--- config.mk ---
export PLATFORM = sky130hd
export DESIGN_NAME = piso_serializer_tx_flat
export DESIGN_NICKNAME = d
export VERILOG_FILES = /design/src/rtl/piso_serializer_tx_pkg.sv /design/src/rtl/piso_serializer_tx_if.sv /design/src/rtl/piso_serializer_tx_dff_en_cell.sv /design/src/rtl/piso_serializer_tx.sv /design/src/flat_wrapper.sv
export SDC_FILE = /design/constraint.sdc
export NUM_CORES = 1
export LEC_CHECK = 0
export CORE_AREA = 10 10 52 54
export CTS_CLUSTER_SIZE = 12
export DETAILED_ROUTE_END_ITERATION = 8
export DIE_AREA = 0 0 62 64
export PLACE_DENSITY = 0.71
export SYNTH_ARGS = -nofsm -noshare
export SYNTH_HDL_FRONTEND = slang
export SYNTH_HIERARCHICAL = 1
export SYNTH_SLANG_ARGS = --single-unit
export TNS_END_PERCENT = 20
--- constraint.sdc ---
create_clock -name clk -period 1.91 [get_ports clk]
set_input_delay 0.4775 -clock clk [delete_from_list [all_inputs] [get_ports clk]]
set_output_delay 0.4775 -clock clk [all_outputs]
set_load 0.01 [all_outputs]
--- src/rtl/piso_serializer_tx_pkg.sv ---
// Shared state encoding for the parallel-in/serial-out transmitter.
// Plain logic constants keep the encoding visible in legacy waveform tools.
package piso_serializer_pkg;

    typedef logic [0:0] state_t;

    localparam state_t IDLE  = 1'b0;
    localparam state_t SHIFT = 1'b1;

endpackage

--- src/rtl/piso_serializer_tx_if.sv ---
// Load handshake and serial-side signals of the transmitter.
// The master drives the load word and shift strobe. The slave is the serializer.
interface piso_serializer_tx_if #(
    parameter int WIDTH = 8
);
    logic             load_valid;
    logic             load_ready;
    logic [WIDTH-1:0] load_data;
    logic             shift_en;
    logic             ser_out;
    logic             ser_valid;
    logic             busy;
    logic             done;

    modport master (
        output load_valid, load_data, shift_en,
        input  load_ready, ser_out, ser_valid, busy, done
    );

    modport slave (
        input  load_valid, load_data, shift_en,
        output load_ready, ser_out, ser_valid, busy, done
    );
endinterface

--- src/rtl/piso_serializer_tx_dff_en_cell.sv ---
// Enable D flip-flop with async active-low clear. This is one bit of the shift register.
// Latency: q follows d one edge after en. When en is low, q holds its value.
module dff_en_cell (
    input  logic clk,
    input  logic reset_n,
    input  logic d,
    input  logic en,
    output logic q
);

    always_ff @(posedge clk or negedge reset_n) begin
        if (!reset_n)
            q <= 1'b0;
        else if (en)
            q <= d;
    end

endmodule

--- src/rtl/piso_serializer_tx.sv ---
// Serializes a WIDTH-bit word loaded over valid/ready, one bit per shift_en strobe.
// Latency: the first bit is visible the cycle after load. done pulses the cycle after the last bit is taken.
// Backpressure: load_ready drops while a word is in flight. shift_en low holds the current bit indefinitely.
module piso_serializer_tx
    import piso_serializer_pkg::*;
#(
    parameter int WIDTH     = 8,
    parameter bit MSB_FIRST = 1'b1
) (
    input  logic                 clk,
    input  logic                 reset_n,
    piso_serializer_tx_if.slave  io
);

    localparam int            CW       = $clog2(WIDTH + 1);
    localparam logic [CW-1:0] CNT_FULL = CW'(WIDTH);
    localparam logic [CW-1:0] CNT_ONE  = CW'(1);

    state_t           state;
    logic [CW-1:0]    bit_cnt;
    logic             done_q;
    logic [WIDTH-1:0] shift_q;
    logic [WIDTH-1:0] shifted;
    logic [WIDTH-1:0] shift_d;
    logic             load_fire;
    logic             shift_fire;
    logic             reg_en;

    assign load_fire  = (state == IDLE)  && io.load_valid;
    assign shift_fire = (state == SHIFT) && io.shift_en;
    assign reg_en     = load_fire || shift_fire;

    // Shift toward the output end and fill the vacated bit with zero.
    always_comb begin
        shifted = '0;
        if (MSB_FIRST)
            shifted = {shift_q[WIDTH-2:0], 1'b0};
        else
            shifted = {1'b0, shift_q[WIDTH-1:1]};
    end

    assign shift_d = load_fire ? io.load_data : shifted;

    for (genvar i = 0; i < WIDTH; i++) begin : g_bit
        dff_en_cell u_cell (
            .clk     (clk),
            .reset_n (reset_n),
            .d       (shift_d[i]),
            .en      (reg_en),
            .q       (shift_q[i])
        );
    end

    always_ff @(posedge clk or negedge reset_n) begin
        if (!reset_n) begin
            state   <= IDLE;
            bit_cnt <= '0;
            done_q  <= 1'b0;
        end else begin
            done_q <= 1'b0;
            if (load_fire) begin
                state   <= SHIFT;
                bit_cnt <= CNT_FULL;
            end else if (shift_fire && (bit_cnt >= CNT_ONE)) begin
                bit_cnt <= bit_cnt - CNT_ONE;
                if (bit_cnt == CNT_ONE) begin
                    state  <= IDLE;
                    done_q <= 1'b1;
                end
            end
        end
    end

    assign io.load_ready = (state == IDLE);
    assign io.ser_valid  = (state == SHIFT);
    assign io.busy       = (state == SHIFT);
    assign io.done       = done_q;
    // Gated so that IDLE always presents zero, whatever the register holds.
    assign io.ser_out    = (state == SHIFT) &&
                           (MSB_FIRST ? shift_q[WIDTH-1] : shift_q[0]);

endmodule
--- src/flat_wrapper.sv ---
// flat-port wrapper written by rule: the top's interface ports become plain ports
module piso_serializer_tx_flat import piso_serializer_pkg::*;
#(
    parameter int WIDTH     = 8,
    parameter bit MSB_FIRST = 1'b1
)
  (clk, reset_n, io_load_valid, io_load_data, io_shift_en, io_load_ready, io_ser_out, io_ser_valid, io_busy, io_done);
  piso_serializer_tx_if #(.WIDTH(WIDTH)) io_i ();
  input  logic clk;
  input  logic reset_n;
  input wire logic [$bits(io_i.load_valid)-1:0] io_load_valid;
  input wire logic [$bits(io_i.load_data)-1:0] io_load_data;
  input wire logic [$bits(io_i.shift_en)-1:0] io_shift_en;
  output wire logic [$bits(io_i.load_ready)-1:0] io_load_ready;
  output wire logic [$bits(io_i.ser_out)-1:0] io_ser_out;
  output wire logic [$bits(io_i.ser_valid)-1:0] io_ser_valid;
  output wire logic [$bits(io_i.busy)-1:0] io_busy;
  output wire logic [$bits(io_i.done)-1:0] io_done;
  assign io_i.load_valid = io_load_valid;
  assign io_i.load_data = io_load_data;
  assign io_i.shift_en = io_shift_en;
  assign io_load_ready = io_i.load_ready;
  assign io_ser_out = io_i.ser_out;
  assign io_ser_valid = io_i.ser_valid;
  assign io_busy = io_i.busy;
  assign io_done = io_i.done;
  piso_serializer_tx #(.WIDTH(WIDTH), .MSB_FIRST(MSB_FIRST)) u_core (.clk(clk), .reset_n(reset_n), .io(io_i));
endmodule
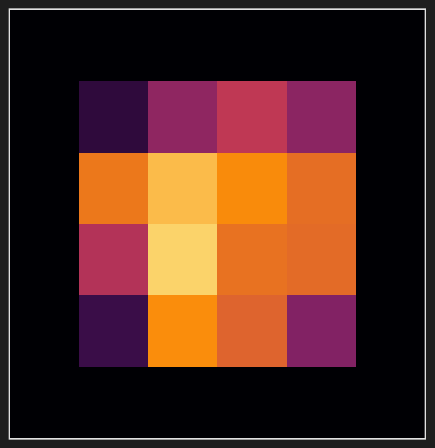
*Cell density map*
The die is cut into 6 by 6 equal tiles; black is low, pale yellow is high, 0 to 100% covered.
mean over tiles	25%
emptiest ninth of the die	upper left
densest ninth of the die	centre
Core ar.: 1710 um2
post-layout util: 0.596

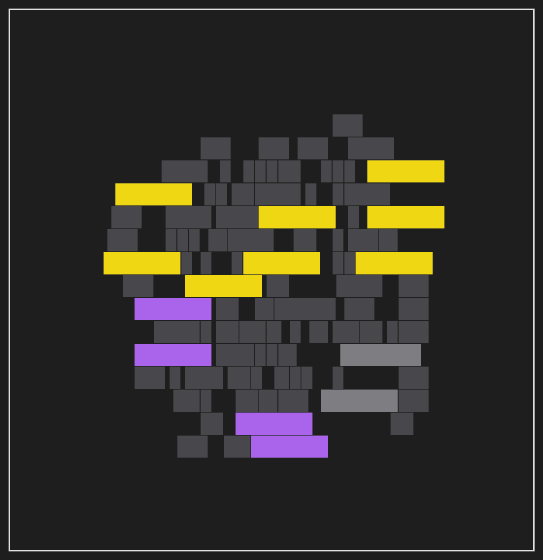
*Sequential cells grouped by signal name*
Other sequential cells in the stronger grey, the rest of the logic in the fainter grey.
colour	netlist name	sequential cells
yellow	`u_core/g_bit.u_cell/q`	8
purple	`u_core/bit_cnt`	4
not coloured	2
register area: 352 um2
sequential cell area share: 0.346
seq pwr: 0.507 mW

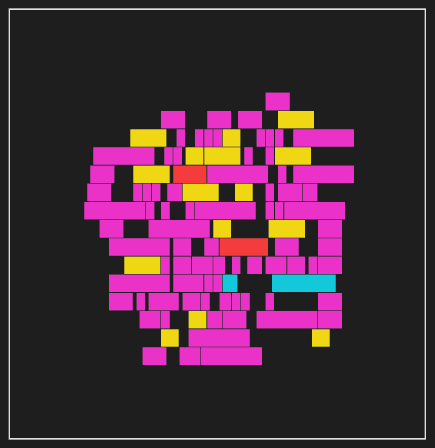
*Cell sizes after repair*
colour	size	cells	share
red	x6 and larger	2	2.0%
magenta	x1 and smaller	79	81%
cyan	x2	2	2.0%
yellow	x3 and x4	15	15%

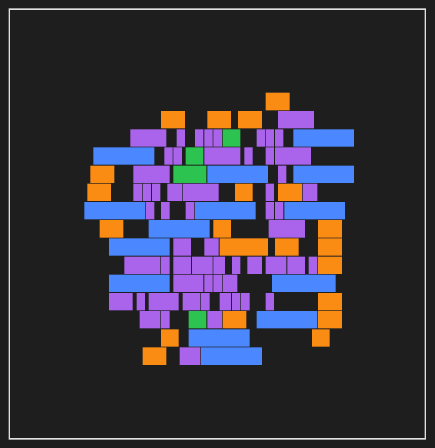
*Cell classes on the final placement*
colour	class	cells	share of their area
green	clock drivers and dummy loads	4	3.7%
blue	registers	14	36%
orange	remaining buffers and delay cells	21	21%
purple	remaining logic cells	59	39%
post-route cell area: 1020 um2
row count: 15

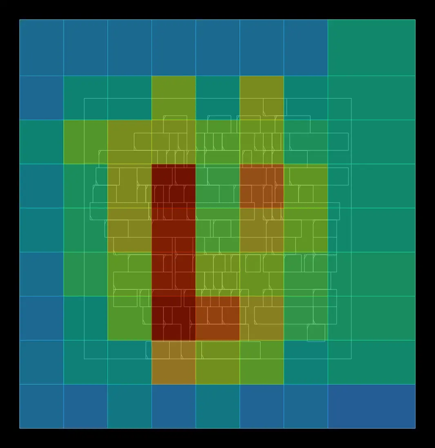
*Routing congestion*
All-Layer GR Usage: 0.0912
M1 GR Usage: 0.103
DR WL/cell: 13.3 um

==> flow_summary.yaml <==
# implementation run metrics
status:
  status: "finished, final reports clean"
yosys:
  avgSynthCellArea_um2: 9.91
  synthesis.nets: 90
  largest_area_cell: "dfrtp_1"
  ys_seq_frac: 0.465
  ys_seq_elements: 14
  synth_cell_types: 24
  ys_area_um2: 753
  ff_type: "dfrtp_1"
  synthTopCellsByCount: "nand2_1, dfrtp_1, mux2_4"
  synth_area_um2: 753
  async_flop_share: 1.00
  yosys.area.top_type_share: 0.465
  yosysCellCount: 76
  syn_inst: 76
  most_common_cell: "nand2_1"
  ys_warn_count: 6
  ys_top_cells_by_area: "dfrtp_1, mux2_4, nand2_1"
  edf_count: 0
sta:
  rsz0062_at_grt: "no"
  clock.fmax_mhz: 547
  worst_pin_slew_ns: 0.421
  setup_viol: 0
  min_period_ns: 1.83
  tns_ns: 0
  slew_headroom: 0.715
  timing.final.ws_setup_ns: 0.0826
  clock-skew-final_ns: 0.000801
  finalClockPeriodUsage: 0.957
  slew_viol_final: 0
  hold_viol: 0
clocking:
  cts_tree: "built"
  clk_latency_ns: 0.28
  htreeDepth: 1
  hold_buffers: 0
  cts_buffers: 3
  clock-sinks: 14
  clockBufferDepth: 2
  root_buffer: "clkbuf_4"
  path_clk_slew_ns: 0.09
setup_path:
  critPathArrivalTime_ns: 1.35
  critPathLaunchType: "register"
  critPathSlowestCell: "clkdlybuf4s50_1"
  cp_data_required_time_ns: 1.43
  max_stage_delay_ns: 0.53
  path_class: "reg2out"
  path_cells: "and2_1, clkdlybuf4s50_1"
  crit_fanout: 6
  cp-end-kind: "primary output"
global_routing:
  grt_pass1_wl_um: 2830
  antenna_found_initial: 0
  grt_pass1_vias: 659
  overflow: 0
  grt_max_degree: 15
floorplanning:
  die_area_um2: 3970
  floorplanUtilization: 0.441
  io-pin-count: 17
  fp.dieH_um: 64
  die_w_um: 62
detailed_routing:
  drc: 0
  vias: 607
  drtIter0Drc: 7
  drtPass1Iterations: 4
  wirelength_um: 1640
  detail-route-antenna-nets: 0
  via_per_inst: 4.93
pwr:
  power_density_nw_per_um2: 1270
  vdd_drop_max_uv: 609
  total_leakage_power_nw: 0.506
place:
  numPortBuffers: 16
  dp_hpwl_um: 1200
  gp_congestion: 0.759
  place_ws_ns: 0.0359
cells_and_area:
  drive_gt1_frac: 0.194
  syn_to_final_growth_pct: 35.1
  antennaDiodeCount: 0
  fin_nets: 113
flow_run:
  drv_cap: 0
  warnings: 27
worst_hold_path:
  hp-class: "in2async"
## stage by stage
step	total power, mW	cell area (um2)	utilization	hold WS (ns)	instances
after floorplan	0.865	753	-	0.182	76
after global placement	1.03	972	0.569	0.492	118
after detailed placement	1.06	972	0.569	0.492	118
after CTS	1.29	1010	0.591	0.493	122
after global routing	1.39	1020	0.596	0.493	123
final	1.30	1020	0.596	0.488	123
## kinds of logic after synthesis
kind of cell               count (synthesis)  share of synthesized area
and+or+nand+nor                           39                      0.233
DFF                                       14                      0.465
muxes                                      9                      0.173
AOI/OAI and AO/OA                          6                     0.0615
buffers and inverters                      6                     0.0349
adders and majority gates                  2                     0.0332
## area by class of cell
class,count,area [um2]
inverters,3,11.3
flip-flops and latches,14,352
multi-input cells,56,377
repair buffers,21,210
fillers,158,691
clock buffers,4,36.3
well taps,25,31.3
## report_power, final
part           internal [mW]  leakage (nW)  switching [mW]
clock network          0.116        0.0210           0.105
logic                  0.328         0.305           0.239
registers              0.408         0.179          0.0993
total                  0.851         0.506           0.444
## registers in the layout, summed over array words and instances, names as in the netlist
signal	flops
u_core/g_bit.u_cell/q	8
u_core/bit_cnt	4
u_core/io.busy	1
u_core/io.done	1
## critical path: cells and delay by family (launching register included)
family        cells  cell delay (ns)
flops             1             0.41
buf+inv           1             0.53
simple gates      1             0.13
## what timing repair did
action                                  in CTS  in global routing
endpoints found under the setup margin       1                  1
setup buffers                                0                  1
resized                                      1                  0
## placed cells by master, fill, tap and decap left out
master,instances
a211oi_1,1
a21oi_1,1
and2_1,2
and2b_1,1
buf_12,1
buf_4,4
clkbuf_4,3
clkbuf_8,1
clkdlybuf4s50_1,16
dfrtp_1,13
dfrtp_2,1
ha_1,2
inv_1,3
mux2_4,8
mux2i_1,1
nand2_1,25
nand2_2,1
nand2b_1,1
nand3_1,1
nor2_1,4
nor2b_1,1
nor4b_1,1
o21a_1,1
o22a_1,1
o311ai_1,1
o41ai_1,1
or3_1,1
or4_1,1
## worst paths after layout
check | startpoint | end | slack (ns) | cells after the start
max | u_core/io.busy | io_ser_out | 0.08 | 2
min | reset_n | u_core/bit_cnt[0] | 0.49 | 2
max reg2reg | u_core/bit_cnt[0] | u_core/bit_cnt[1] | 0.27 | 4
min reg2reg | u_core/g_bit[7].u_cell/q | u_core/g_bit[7].u_cell/q | 0.51 | 1
max in group asynchronous | reset_n | u_core/io.busy | 1.24 | 2
min in group clk | u_core/g_bit[7].u_cell/q | u_core/g_bit[7].u_cell/q | 0.51 | 1
## metal layers
layer / wire, um / share of wire / track usage
met5: 0 / 0 / 0
met3: 108 / 0.066 / 0.0257
met2: 768 / 0.47 / 0.155
met1: 737 / 0.45 / 0.103
met4: 21 / 0.013 / 0.0335
Power and IR drop assume default switching activity.
